<file path="src/rtl/p3_execute.sv">
// p3_execute: execute stage of the SIMPLE pipeline, with ALU/shifter, SZCV flags,
// the OUT port, a RUN/HALT machine and one stallable register toward the memory stage.
module p3_execute #(
    parameter int WIDTH = 16
) (
    input  logic             clock,
    input  logic             reset,
    input  logic             in_valid,
    input  logic             stall,
    input  logic [WIDTH-1:0] alu1,
    input  logic [WIDTH-1:0] alu2,
    input  logic [3:0]       opcode,
    input  logic [3:0]       shamt,
    input  logic             writereg,
    input  logic [1:0]       memwrite,
    input  logic [2:0]       regaddress,
    input  logic [WIDTH-1:0] address,
    input  logic [WIDTH-1:0] storedata,
    input  logic [WIDTH-1:0] in_port,
    output logic             out_valid,
    output logic [WIDTH-1:0] result,
    output logic [3:0]       flags,
    output logic             writereg_out,
    output logic [1:0]       memwrite_out,
    output logic [2:0]       regaddress_out,
    output logic [WIDTH-1:0] address_out,
    output logic [WIDTH-1:0] storedata_out,
    output logic [WIDTH-1:0] out_port,
    output logic             out_strobe,
    output logic             halted
);
    typedef enum logic {RUN, HALT} state_t;
    state_t state, state_nx;
    logic alu, accept, is_hlt, is_out, load;
    logic [WIDTH:0] sum, diff, sll_w, srl_w, sra_w;
    logic [WIDTH-1:0] rot, res;
    logic c, v, upd, wr;
    assign alu    = memwrite == 2'b00;
    assign accept = in_valid & ~stall & (state == RUN);
    assign is_hlt = alu & (opcode == 4'd15);
    assign is_out = alu & (opcode == 4'd13);
    assign load   = accept & ~is_hlt;
    assign halted = state == HALT;
    // The shifters carry one extra bit so the last bit shifted out lands in a fixed spot
    assign sum   = {1'b0, alu2} + {1'b0, alu1};
    assign diff  = {1'b0, alu2} - {1'b0, alu1};
    assign sll_w = {1'b0, alu2} << shamt;
    assign srl_w = {alu2, 1'b0} >> shamt;
    assign sra_w = $signed({alu2, 1'b0}) >>> shamt;
    assign rot   = WIDTH'({alu2, alu2} >> (WIDTH - int'(shamt)));
    always_comb begin
        res = '0;
        c   = 1'b0;
        v   = 1'b0;
        upd = 1'b0;
        wr  = writereg;
        if (!alu) res = address;
        else begin
            case (opcode)
                4'd0: begin
                    res = sum[WIDTH-1:0];
                    c   = sum[WIDTH];
                    v   = (alu2[WIDTH-1] == alu1[WIDTH-1]) & (sum[WIDTH-1] != alu2[WIDTH-1]);
                    upd = 1'b1;
                end
                4'd1, 4'd5: begin
                    res = diff[WIDTH-1:0];
                    c   = diff[WIDTH];
                    v   = (alu2[WIDTH-1] != alu1[WIDTH-1]) & (diff[WIDTH-1] != alu2[WIDTH-1]);
                    upd = 1'b1;
                    wr  = (opcode == 4'd5) ? 1'b0 : writereg;
                end
                4'd2: begin
                    res = alu2 & alu1;
                    upd = 1'b1;
                end
                4'd3: begin
                    res = alu2 | alu1;
                    upd = 1'b1;
                end
                4'd4: begin
                    res = alu2 ^ alu1;
                    upd = 1'b1;
                end
                4'd6: res = alu1;
                4'd8: begin
                    res = sll_w[WIDTH-1:0];
                    c   = sll_w[WIDTH];
                    upd = 1'b1;
                end
                4'd9: begin
                    res = rot;
                    c   = (shamt != 4'd0) & rot[0];
                    upd = 1'b1;
                end
                4'd10: begin
                    res = srl_w[WIDTH:1];
                    c   = srl_w[0];
                    upd = 1'b1;
                end
                4'd11: begin
                    res = sra_w[WIDTH:1];
                    c   = sra_w[0];
                    upd = 1'b1;
                end
                4'd12: res = in_port;
                4'd13: begin
                    res = alu1;
                    wr  = 1'b0;
                end
                default: wr = 1'b0;
            endcase
        end
    end
    always_comb begin
        state_nx = state;
        if (state == RUN && accept && is_hlt) state_nx = HALT;
    end
    always_ff @(posedge clock or posedge reset) begin
        if (reset) state <= RUN;
        else if (!stall) state <= state_nx;
    end
    always_ff @(posedge clock or posedge reset) begin
        if (reset) begin
            out_valid      <= 1'b0;
            result         <= '0;
            flags          <= 4'b0000;
            writereg_out   <= 1'b0;
            memwrite_out   <= 2'b00;
            regaddress_out <= 3'd0;
            address_out    <= '0;
            storedata_out  <= '0;
            out_port       <= '0;
            out_strobe     <= 1'b0;
        end else if (!stall) begin
            out_valid  <= load;
            out_strobe <= accept & is_out;
            if (load) begin
                result         <= res;
                writereg_out   <= wr;
                memwrite_out   <= memwrite;
                regaddress_out <= regaddress;
                address_out    <= address;
                storedata_out  <= storedata;
            end
            if (accept & upd) flags <= {res[WIDTH-1], res == '0, c, v};
            if (accept & is_out) out_port <= alu1;
        end
    end
endmodule

</file>
<file path="config.mk">
export PLATFORM = sky130hd
export DESIGN_NAME = p3_execute
export DESIGN_NICKNAME = d
export VERILOG_FILES = /design/src/rtl/p3_execute.sv
export SDC_FILE = /design/constraint.sdc
export NUM_CORES = 1
export LEC_CHECK = 0
export CAP_MARGIN = 20
export CORE_UTILIZATION = 38
export CTS_CLUSTER_SIZE = 14
export DETAILED_ROUTE_END_ITERATION = 6
export PLACE_DENSITY = 0.67
export SYNTH_ARGS = -nofsm -noshare
export SYNTH_HDL_FRONTEND = slang
export SYNTH_SLANG_ARGS = --single-unit
</file>
<file path="constraint.sdc">
create_clock -name clock -period 3.7 [get_ports clock]
set_clock_uncertainty 0.2 [all_clocks]
set_input_delay 0.74 -clock clock [delete_from_list [all_inputs] [get_ports clock]]
set_output_delay 0.74 -clock clock [all_outputs]
set_load 0.005 [all_outputs]
</file>
==> run_1/layers.png <==
The bar under the picture is 50 microns long.
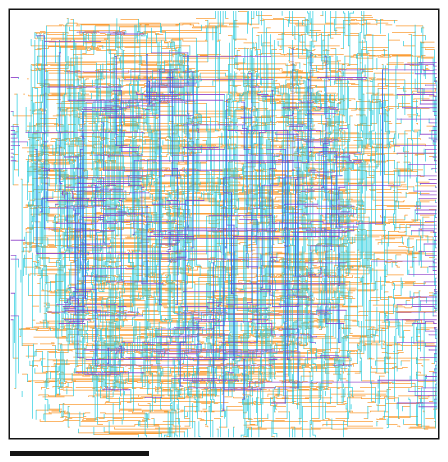
| color | layer | wire length |
|---|---|---|
| orange | M1 | 18400 microns |
| purple | M3 | 3910 microns |
| cyan | M2 | 20.1 mm |
| blue | M4 | 2550 microns |

==> run_1/pinout.png <==
Pins as bars across the die edge, other pins in gray.
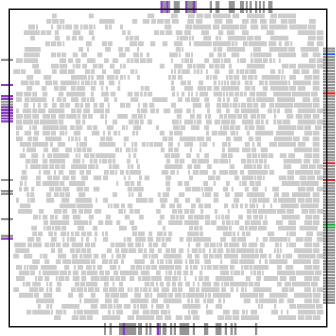
| color | port | pins | direction | edge |
|---|---|---|---|---|
| green | `memwrite_out` | 2 | output | east |
| red | `regaddress_out` | 3 | output | east |
| purple | `alu2` | 16 | input | 10 west, 4 north, 2 south |
| blue | `clock` | 1 | input | east |
all pins by edge: 92 east, 36 south, 29 north, 18 west

==> Slide: Implementation Results, run 1 <==
Implementation Results

Outcome
  • Status: complete, no violations

Floorplanning
  • Std cell rows: 55
  • Die H: 154 microns
  • Initial cell density of the core: 0.387
  • Top Ports: 175
  • Die area: 23700 sq um
  • Core footprint: 22600 sq um
  • Die X: 154 microns

Finish
  • Dominant logic cell type in the layout: buf_4
  • Commonest non-fill, non-tap cells in the layout: 350 x buf_4, 158 x clkdlybuf4s50_1, 114 x nand2_1, 77 x dfrtp_1, 67 x mux2_2
  • Fill cells: 1999
  • Layout cell share with drive strength beyond 1: 0.382
  • ANT cells: 0
  • Area growth syn-to-layout: 61.6%

Drt
  • # DRC: 0
  • Final wirelength: 44900 microns
  • Iteration-0 DRC Markers: 1053
  • DRT Pass-1 Iters: 7
  • DR WL/cell: 24.9 microns
  • Vias per inst: 6.02
  • DR vias: 10900
  • Post-route ant nets: 0

Clock network
  • Late-Pin Clk Latency: 0.34 ns
  • Clock sinks: 77
  • Reg clk slew, reported paths: 0.06 ns
  • Clock buffer depth: 2
  • H-tree levels: 3
  • Number of CTS-inserted buffers: 9
  • CTS tree: built
  • CTS Hold Buffers Added: 0

Worst setup path
  • CP endpoint: flags[2]
  • Critical Path Source: alu2[8]
  • Crit Path Category: input pin to flop
  • FF-to-FF End: flags[1]
  • Worst reg2reg path depth: 5
  • CP Data Arrival Time: 3.72 ns
  • Reg2reg setup slack: 1.44 ns
  • Startpoint types: input pin
  • Crit path max fanout: 3
  • Critical path required time: 3.73 ns

Timing
  • Relative slew slack: 0.401
  • Post-route setup TNS: 0 ns
  • Fin Hold WS: 0.276 ns
  • Achievable Freq: 271 MHz
  • Final worst-path cycle share: 0.997
  • Final WS setup: 0.0127 ns
  • Worst Max-Slew Pin Slew: 0.896 ns
  • Fin crit period: 3.69 ns

Global routing
  • GRT Util Overall: 0.376
  • Pin count of the biggest net entering global routing: 64
  • First-pass GRT wire length: 66000 microns
  • Total global routing overflow: 0
  • Initial antenna violation count: 1
  • Vias in the first global route: 10500

Synth
  • Post-synthesis cell area: 8760 sq um
  • Syn avg cell area: 8.38 sq um
  • Ys flops: 77
  • Syn nets: 1198
  • Synth area leader: dfrtp_1
  • Yosys Chip Area: 8760 sq um
  • Distinct lib cells: 91
  • Post-synth ARST share: 1.00
  • Top cells by area, synth: dfrtp_1 22%, mux2_2 8.9%, ha_1 7.6%
  • Number of enable flip-flop cells: 0
  • Syn Inst Count: 1045
  • Area share, top type: 0.220
  • YS warnings: 0
  • Primary FF master, synth: dfrtp_1
  • Yosys cell count: 1045

Placed design
  • Final RePlAce weighted congestion: 1.04
  • Pre-CTS WS: -0.759 ns
  • Input/output buffers: 174

Run
  • Tool warning count: 63

Power and ir drop
  • Peak VDD IR: 0.000182 V
  • PD cells: 273 nW/um^2

Worst hold path
  • Worst min-delay path category: flop to flop
==> run_1/ff_map.png <==
Other sequential cells in the stronger gray, the rest of the logic in the fainter gray.
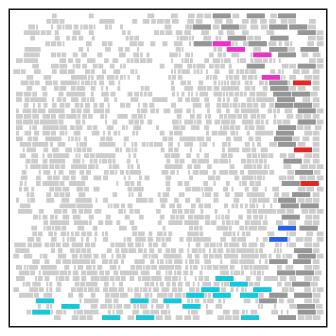
| color | signal | placed flops |
|---|---|---|
| red | `regaddress_out` | 3 |
| magenta | `flags` | 4 |
| blue | `memwrite_out` | 2 |
| cyan | `out_port` | 16 |

## run 1: critical path, stage by stage
cell	delay (ns)
clkdlybuf4s50_1	0.53
buf_4	0.18
inv_1	0.08
ha_1	0.31
nor2b_1	0.06
or2_2	0.31
a211oi_2	0.36
o21ai_4	0.12
a21bo_2	0.21
or3_1	0.32
a31oi_2	0.23
nor4_2	0.08
nand4_1	0.11
o21ai_1	0.06
## run 1: how the worst min path moves through the flow
stage                            from  depth (start not counted)          end  slack (ns)
after floorplan             out_valid                          2    out_valid        0.27
after global placement      out_valid                          2    out_valid        0.26
after detailed placement    out_valid                          2    out_valid        0.27
after CTS                   out_valid                          2    out_valid        0.28
after global routing      out_port[8]                          2  out_port[8]        0.31
final                       out_valid                          2    out_valid        0.28
## run 1: final cells by class
| type | count | area (sq um) | area share |
|---|---|---|---|
| multi-input cells | 830 | 6700 | 0.474 |
| repair buffers | 546 | 4700 | 0.332 |
| flip-flops and latches | 77 | 1930 | 0.136 |
| well taps | 285 | 357 | 0.0252 |
| clock buffers | 10 | 229 | 0.0162 |
| inverters | 51 | 193 | 0.0136 |
| clock inverters | 6 | 48.8 | 0.00345 |
## run 1: cell usage after synthesis, drive strengths merged (12+ instances only)
cell type,n
nand2,114
o21ai,79
dfrtp,77
mux2,69
nor2,65
ha,53
a21oi,52
inv,51
clkbuf,44
buf,43
mux2i,40
nand3,25
mux4,21
nor3,20
o211ai,16
o22ai,16
nand2b,15
a211oi,13
nand4,13
a31oi,12
## run 1: where the power goes
part	switching [W]	total (W)	internal, W
combinational	0.000936	0.00198	0.00104
clock	0.000391	0.000851	0.000460
sequential	0.0000637	0.00103	0.000965
total	0.00139	0.00386	0.00247
## run 1: stage by stage
stage | utilization | instances | area, sq um | power (W)
6_report | 0.625 | 1805 | 14200 | 0.00386
5_1_grt | 0.625 | 1805 | 14200 | 0.00404
4_1_cts | 0.614 | 1800 | 13900 | 0.00380
3_5_place_dp | 0.583 | 1769 | 13200 | 0.00286
3_3_place_gp | 0.583 | 1769 | 13200 | 0.00285
2_1_floorplan | - | 1045 | 8780 | 0.00181
## run 1: per-layer routing
layer	up-vias	share of wire	track usage
met1	5208	0.41	0.478
met2	647	0.45	0.618
li1	4873	-	-
met3	142	0.087	0.0705
met4	0	0.057	0.173
met5	-	0	0
## run 1: cell families after synthesis
family	count (synthesis)	share of synthesized area
compound gates	308	0.241
xor+xnor	9	0.00900
fa+ha+maj	55	0.0803
buf+inv	138	0.0726
flops	77	0.220
mux	130	0.191
simple gates	328	0.186
## run 1: flip-flops by register name, summed over array words and instances (netlist names)
name and cells:
storedata_out 16, result 16, memwrite_out 2, flags 4, regaddress_out 3, address_out 16
writereg_out 1, out_strobe 1, halted 1, out_port 16, out_valid 1
## run 1: timing repair
item | in CTS | in global routing
gates resized | 87 | 53
endpoints found under the setup margin | 12 | 9
setup buffers | 15 | 5
endpoints found under the hold margin | 0 | 0
pin swaps | 33 | 30
==> run 1 -> run 2 <==
--- a/config.mk
+++ b/config.mk
@@ -5,6 +5,7 @@
 export SDC_FILE = /design/constraint.sdc
 export NUM_CORES = 1
 export LEC_CHECK = 0
+export ABC_CLOCK_PERIOD_IN_PS = 3700
 export CAP_MARGIN = 20
 export CORE_UTILIZATION = 38
 export CTS_CLUSTER_SIZE = 14
==> run_2/clock_nets.png <==
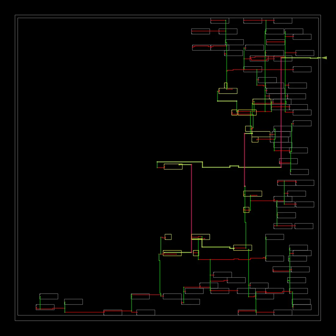
Layout clock buffers: 10
Clock net power: 0.000851 W
Late-Pin Clk Latency: 0.34 ns

==> Slide: Implementation Results, run 2 <==
Implementation Results

Outcome
  • Status: complete, no violations

Synth
  • Distinct lib cells: 91
  • Number of enable flip-flop cells: 0
  • YS warnings: 0
  • Syn avg cell area: 8.38 sq um
  • Syn nets: 1198
  • Post-synthesis cell area: 8760 sq um
  • Top-count cell post-synth: nand2_1
  • Synth area leader: dfrtp_1
  • Top cells by count, synth: 114 x nand2_1, 77 x dfrtp_1, 73 x o21ai_0
  • Post-synth seq share: 0.220
  • Yosys Chip Area: 8760 sq um
  • Ys flops: 77
  • Primary FF master, synth: dfrtp_1
  • Area share, top type: 0.220
  • Top cells by area, synth: dfrtp_1 22%, mux2_2 8.9%, ha_1 7.6%
  • Post-synth ARST share: 1.00
  • Syn Inst Count: 1045
  • Yosys cell count: 1045

Finish
  • ANT cells: 0
  • Dominant logic cell type in the layout: buf_4
  • Layout Cells excl Fill: 1805
  • # nets final: 1668
  • Commonest non-fill, non-tap cells in the layout: 350 x buf_4, 158 x clkdlybuf4s50_1, 114 x nand2_1, 77 x dfrtp_1, 67 x mux2_2
  • Area growth syn-to-layout: 61.6%
  • Final core utilization: 0.625
  • Layout cell share with drive strength beyond 1: 0.382
  • Fill cells: 1999

Power and ir drop
  • PD cells: 273 nW/um^2
  • Final Power: 0.00386 W
  • Leak: 6.22 nW
  • Peak VDD IR: 0.000182 V

Clock network
  • Clock sinks: 77
  • H-tree levels: 3
  • Clock buffer depth: 2
  • Reg clk slew, reported paths: 0.06 ns
  • Number of CTS-inserted buffers: 9
  • CTS Hold Buffers Added: 0
  • CTS tree: built

Global routing
  • Initial antenna violation count: 1
  • GRT Util Overall: 0.376
  • Pin count of the biggest net entering global routing: 64
  • Total global routing overflow: 0
  • First-pass GRT wire length: 66000 microns
  • Vias in the first global route: 10500

Drt
  • DR vias: 10900
  • Vias per inst: 6.02
  • # DRC: 0
  • Post-route ant nets: 0
  • DRT Pass-1 Iters: 7
  • Iteration-0 DRC Markers: 1053
  • DR WL/cell: 24.9 microns
  • Final wirelength: 44900 microns

Worst hold path
  • WHS Path Cells: 2
  • Worst hold endpoint: out_valid
  • Worst min-delay path category: flop to flop
  • HP Start: out_valid

Placed design
  • Placed cell count: 1769
  • DP HPWL: 36900 microns
  • Final RePlAce weighted congestion: 1.04
  • Pre-CTS WS: -0.759 ns
  • Input/output buffers: 174

Floorplanning
  • Initial cell density of the core: 0.387
  • Die X: 154 microns
  • Die area: 23700 sq um
  • Core footprint: 22600 sq um
  • Std cell rows: 55
  • Top Ports: 175
  • Die H: 154 microns

Worst setup path
  • Crit path max fanout: 3
  • Crit Path Category: input pin to flop
  • Worst reg2reg path depth: 5
  • CP Data Arrival Time: 3.72 ns
  • FF-to-FF End: flags[1]
  • Reg2reg setup slack: 1.44 ns
  • Critical path required time: 3.73 ns
  • Crit end category: flop
  • Critical Path Source: alu2[8]
  • Startpoint types: input pin

Timing
  • Fin crit period: 3.69 ns
  • Achievable Freq: 271 MHz
  • Final WS setup: 0.0127 ns
  • Relative slew slack: 0.401
  • Final Hold Fails: 0
  • Final worst-path cycle share: 0.997
  • Worst Max-Slew Pin Slew: 0.896 ns

Run
  • Tool warning count: 63
==> run_2/clock_wires.png <==
The bar under the picture is 50 microns long.
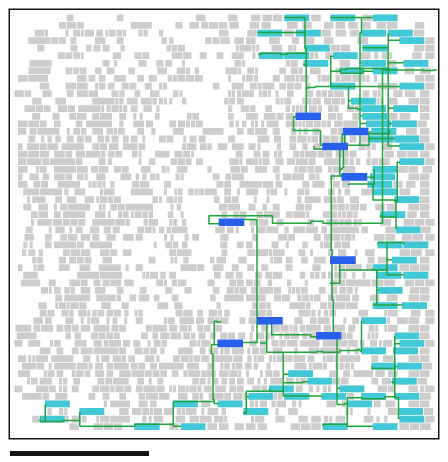
[cyan] flip-flops | count: 77
[blue] clock-net drivers | count: 9
[green] clock wires | length: 1270 microns
routed clock nets: 10

## run 2: cell counts after synthesis
No cell type changed its count.
## run 2: critical path, cell delays in order
cell and delay [ns]:
clkdlybuf4s50_1 0.53, buf_4 0.18, inv_1 0.08, ha_1 0.31
nor2b_1 0.06, or2_2 0.31, a211oi_2 0.36, o21ai_4 0.12
a21bo_2 0.21, or3_1 0.32, a31oi_2 0.23, nor4_2 0.08
nand4_1 0.11, o21ai_1 0.06
## run 2: final cells by class
cell class	instances	area (sq um)	area share
clock buffer	10	229	0.0162
multi-input combinational	830	6700	0.474
clock inverter	6	48.8	0.00345
inverter	51	193	0.0136
sequential	77	1930	0.136
tap	285	357	0.0252
timing repair buffer	546	4700	0.332
## run 2: worst max-delay path by stage
stage	endpoint
after floorplan	flags[2]
after global placement	flags[2]
after detailed placement	flags[2]
after CTS	result[11]
after global routing	flags[2]
final	flags[2]
## run 2: cell families (layout without fill, tap and decap cells)
logic type               after synthesis  count (layout)  share of synthesized area
XOR/XNOR                               9               9                    0.00900
AND-OR/OR-AND                        308             308                      0.241
adder cells (fa/ha/maj)               55              55                     0.0803
AND/OR/NAND/NOR                      328             328                      0.186
multiplexers                         130             130                      0.191
buffers and inverters                138             613                     0.0726
flip-flops                            77              77                      0.220
## run 2: what timing repair did
action | CTS | global route
pin swaps | 33 | 30
setup buffers | 15 | 5
endpoints found under the setup margin | 12 | 9
gates resized | 87 | 53
## run 2: routing by layer
metal	share of wire	up-vias	global-route usage
met5	0	-	0
met3	0.087	142	0.0705
met1	0.41	5208	0.478
li1	-	4873	-
met2	0.45	647	0.618
met4	0.057	0	0.173
## run 2: power breakdown
group	switching [W]	leakage, nW	internal [W]
Sequential	0.0000637	0.959	0.000965
Combinational	0.000936	5.14	0.00104
Clock	0.000391	0.125	0.000460
Total	0.00139	6.22	0.00247
## run 2: through the flow
step	hold WS (ns)	TNS [ns]	cell area [sq um]
6_report	0.276	0	14200
5_1_grt	0.305	-0.162	14200
2_1_floorplan	0.267	0	8780
4_1_cts	0.282	0	13900
3_5_place_dp	0.265	-7.41	13200
3_3_place_gp	0.261	-6.70	13200
==> run_2/ff_map.png <==
Other sequential cells in the stronger gray, the rest of the logic in the fainter gray.
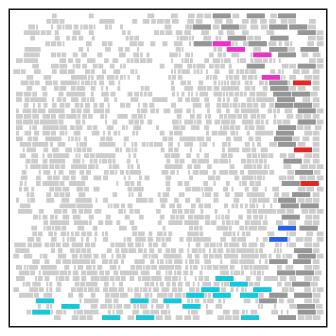

==> run 2 -> run 3 <==
--- a/config.mk
+++ b/config.mk
@@ -7,10 +7,12 @@
 export LEC_CHECK = 0
 export ABC_CLOCK_PERIOD_IN_PS = 3700
 export CAP_MARGIN = 20
+export CORE_MARGIN = 4
 export CORE_UTILIZATION = 38
 export CTS_CLUSTER_SIZE = 14
 export DETAILED_ROUTE_END_ITERATION = 6
 export PLACE_DENSITY = 0.67
+export SKIP_LAST_GASP = 1
 export SYNTH_ARGS = -nofsm -noshare
 export SYNTH_HDL_FRONTEND = slang
 export SYNTH_SLANG_ARGS = --single-unit
==> run_3/ff_map.png <==
Other sequential cells in the stronger gray, the rest of the logic in the fainter gray.
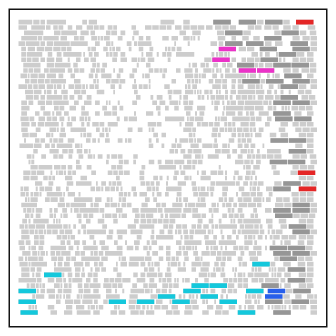
flop share of the area: 0.131
Seq power: 0.00103 W

==> run_3/pinout.png <==
Pins as bars across the die edge, other pins in gray.
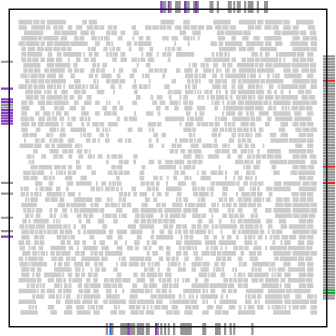
| color | port | pins | direction | edge |
|---|---|---|---|---|
| green | `memwrite_out` | 2 | output | east |
| red | `regaddress_out` | 3 | output | east |
| blue | `clock` | 1 | input | south |
| purple | `alu2` | 16 | input | 10 west, 4 north, 2 south |

==> Slide: Implementation Results, run 3 <==
Implementation Results

Global routing
  • GRT Util Overall: 0.344
  • First-pass GRT wire length: 67400 microns
  • Total global routing overflow: 0
  • Vias in the first global route: 10500
  • Pin count of the biggest net entering global routing: 64
  • Initial antenna violation count: 0

Clock network
  • Number of CTS-inserted buffers: 9
  • H-tree levels: 3
  • CTS Hold Buffers Added: 0
  • CTS tree: built
  • Reg clk slew, reported paths: 0.07 ns
  • Late-Pin Clk Latency: 0.35 ns

Timing
  • Fin Hold WS: 0.275 ns
  • Fin crit period: 3.63 ns
  • Relative slew slack: 0.493
  • Achievable Freq: 276 MHz
  • Final worst-path cycle share: 0.980
  • Final Hold Fails: 0

Drt
  • Iteration-0 DRC Markers: 1040
  • Vias per inst: 5.89
  • Post-route ant nets: 0
  • DRT Pass-1 Iters: 5
  • DR WL/cell: 25.0 microns
  • DR vias: 10900
  • # DRC: 0

Synth
  • Top-count cell post-synth: nand2_1
  • Area share, top type: 0.220
  • Post-synth seq share: 0.220
  • Syn avg cell area: 8.38 sq um
  • Top cells by area, synth: dfrtp_1 22%, mux2_2 8.9%, ha_1 7.6%
  • Number of enable flip-flop cells: 0
  • Post-synthesis cell area: 8760 sq um
  • Post-synth ARST share: 1.00
  • Primary FF master, synth: dfrtp_1
  • Syn Inst Count: 1045
  • Distinct lib cells: 91
  • Top cells by count, synth: 114 x nand2_1, 77 x dfrtp_1, 73 x o21ai_0
  • Synth area leader: dfrtp_1

Placed design
  • Final RePlAce weighted congestion: 1.01
  • DP HPWL: 37900 microns
  • Pre-CTS WS: -0.656 ns
  • Placed cell count: 1803
  • Input/output buffers: 174

Worst setup path
  • Critical path required time: 3.78 ns
  • Startpoint types: input pin
  • Top delay family on crit path: buffers and inverters
  • Crit end category: flop

Power and ir drop
  • Leak: 6.58 nW
  • Peak VDD IR: 0.000195 V

Finish
  • Cell area after layout: 14700 sq um
  • Area growth syn-to-layout: 67.8%
  • Layout cell share with drive strength beyond 1: 0.402
  • Layout Cells excl Fill: 1849
  • # nets final: 1711
  • Commonest non-fill, non-tap cells in the layout: 388 x buf_4, 152 x clkdlybuf4s50_1, 114 x nand2_1, 77 x dfrtp_1, 69 x mux2_2

Worst hold path
  • Worst min-delay path category: flop to flop

Floorplanning
  • Die area: 25500 sq um
  • Core footprint: 22600 sq um
  • Die H: 160 microns
  • Top Ports: 175
  • Die X: 160 microns
  • Std cell rows: 55

Outcome
  • Status: complete, no violations
[run 3: cell counts after synthesis]
Identical to the previous run, type by type.
[run 3: worst paths after layout]
path	start	endpoint	slack, ns	cells past startpoint
setup / recovery	alu2[4]	flags[2]	0.07	15
hold / removal	out_valid	out_valid	0.28	2
setup reg to reg	halted	flags[1]	1.30	6
hold reg to reg	out_valid	out_valid	0.28	2
max in group asynchronous	reset	result[15]	2.02	3
min in group asynchronous	reset	storedata_out[7]	0.64	2
[run 3: where the power goes]
| part | switching, W | internal (W) | total (W) |
|---|---|---|---|
| sequential | 0.0000654 | 0.000965 | 0.00103 |
| combinational | 0.000960 | 0.00109 | 0.00205 |
| clock | 0.000410 | 0.000547 | 0.000957 |
[run 3: area by class of cell]
cell class	count	area, sq um
Fill cell	1927	7940
Clock inverter	6	71.3
Inverter	51	193
Antenna cell	1	2.50
Clock buffer	10	239
Tap cell	285	357
Sequential cell	77	1930
Timing Repair Buffer	589	5100
Multi-Input combinational cell	830	6810
[run 3: repair_timing]
action                                  in CTS  in global routing
endpoints found under the setup margin      11                 12
gates cloned                                 0                  2
pin swaps                                   11                 48
setup buffers                                7                 21
gates resized                               35                113
[run 3: layer usage]
layer / GRT usage / share of wire
met1: 0.466 / 0.42
met2: 0.566 / 0.46
met3: 0.0441 / 0.078
met4: 0.127 / 0.042
met5: 0 / 0
[run 3: logic make-up after synthesis]
| kind of cell | after synthesis | share of synthesized area |
|---|---|---|
| AOI/OAI and AO/OA | 308 | 0.241 |
| xor gates and xnor gates | 9 | 0.00900 |
| adders and majority gates | 55 | 0.0803 |
| buffers and inverters | 138 | 0.0726 |
| DFF | 77 | 0.220 |
| muxes | 130 | 0.191 |
| and+or+nand+nor | 328 | 0.186 |
[run 3: tightest hold or removal path: stages (launching register included)]
cell	delay (ns)
dfrtp_1	0.34
nand2_1	0.05
nand2_1	0.06
[run 3: stage by stage]
stage                util  power, W  TNS [ns]
floorplan               -   0.00181         0
global placement    0.596   0.00290     -6.77
detailed placement  0.596   0.00291     -7.28
CTS                 0.619   0.00391   -0.0304
global route        0.649   0.00421   -0.0295
finish              0.649   0.00404         0
Power and IR drop assume default switching activity.
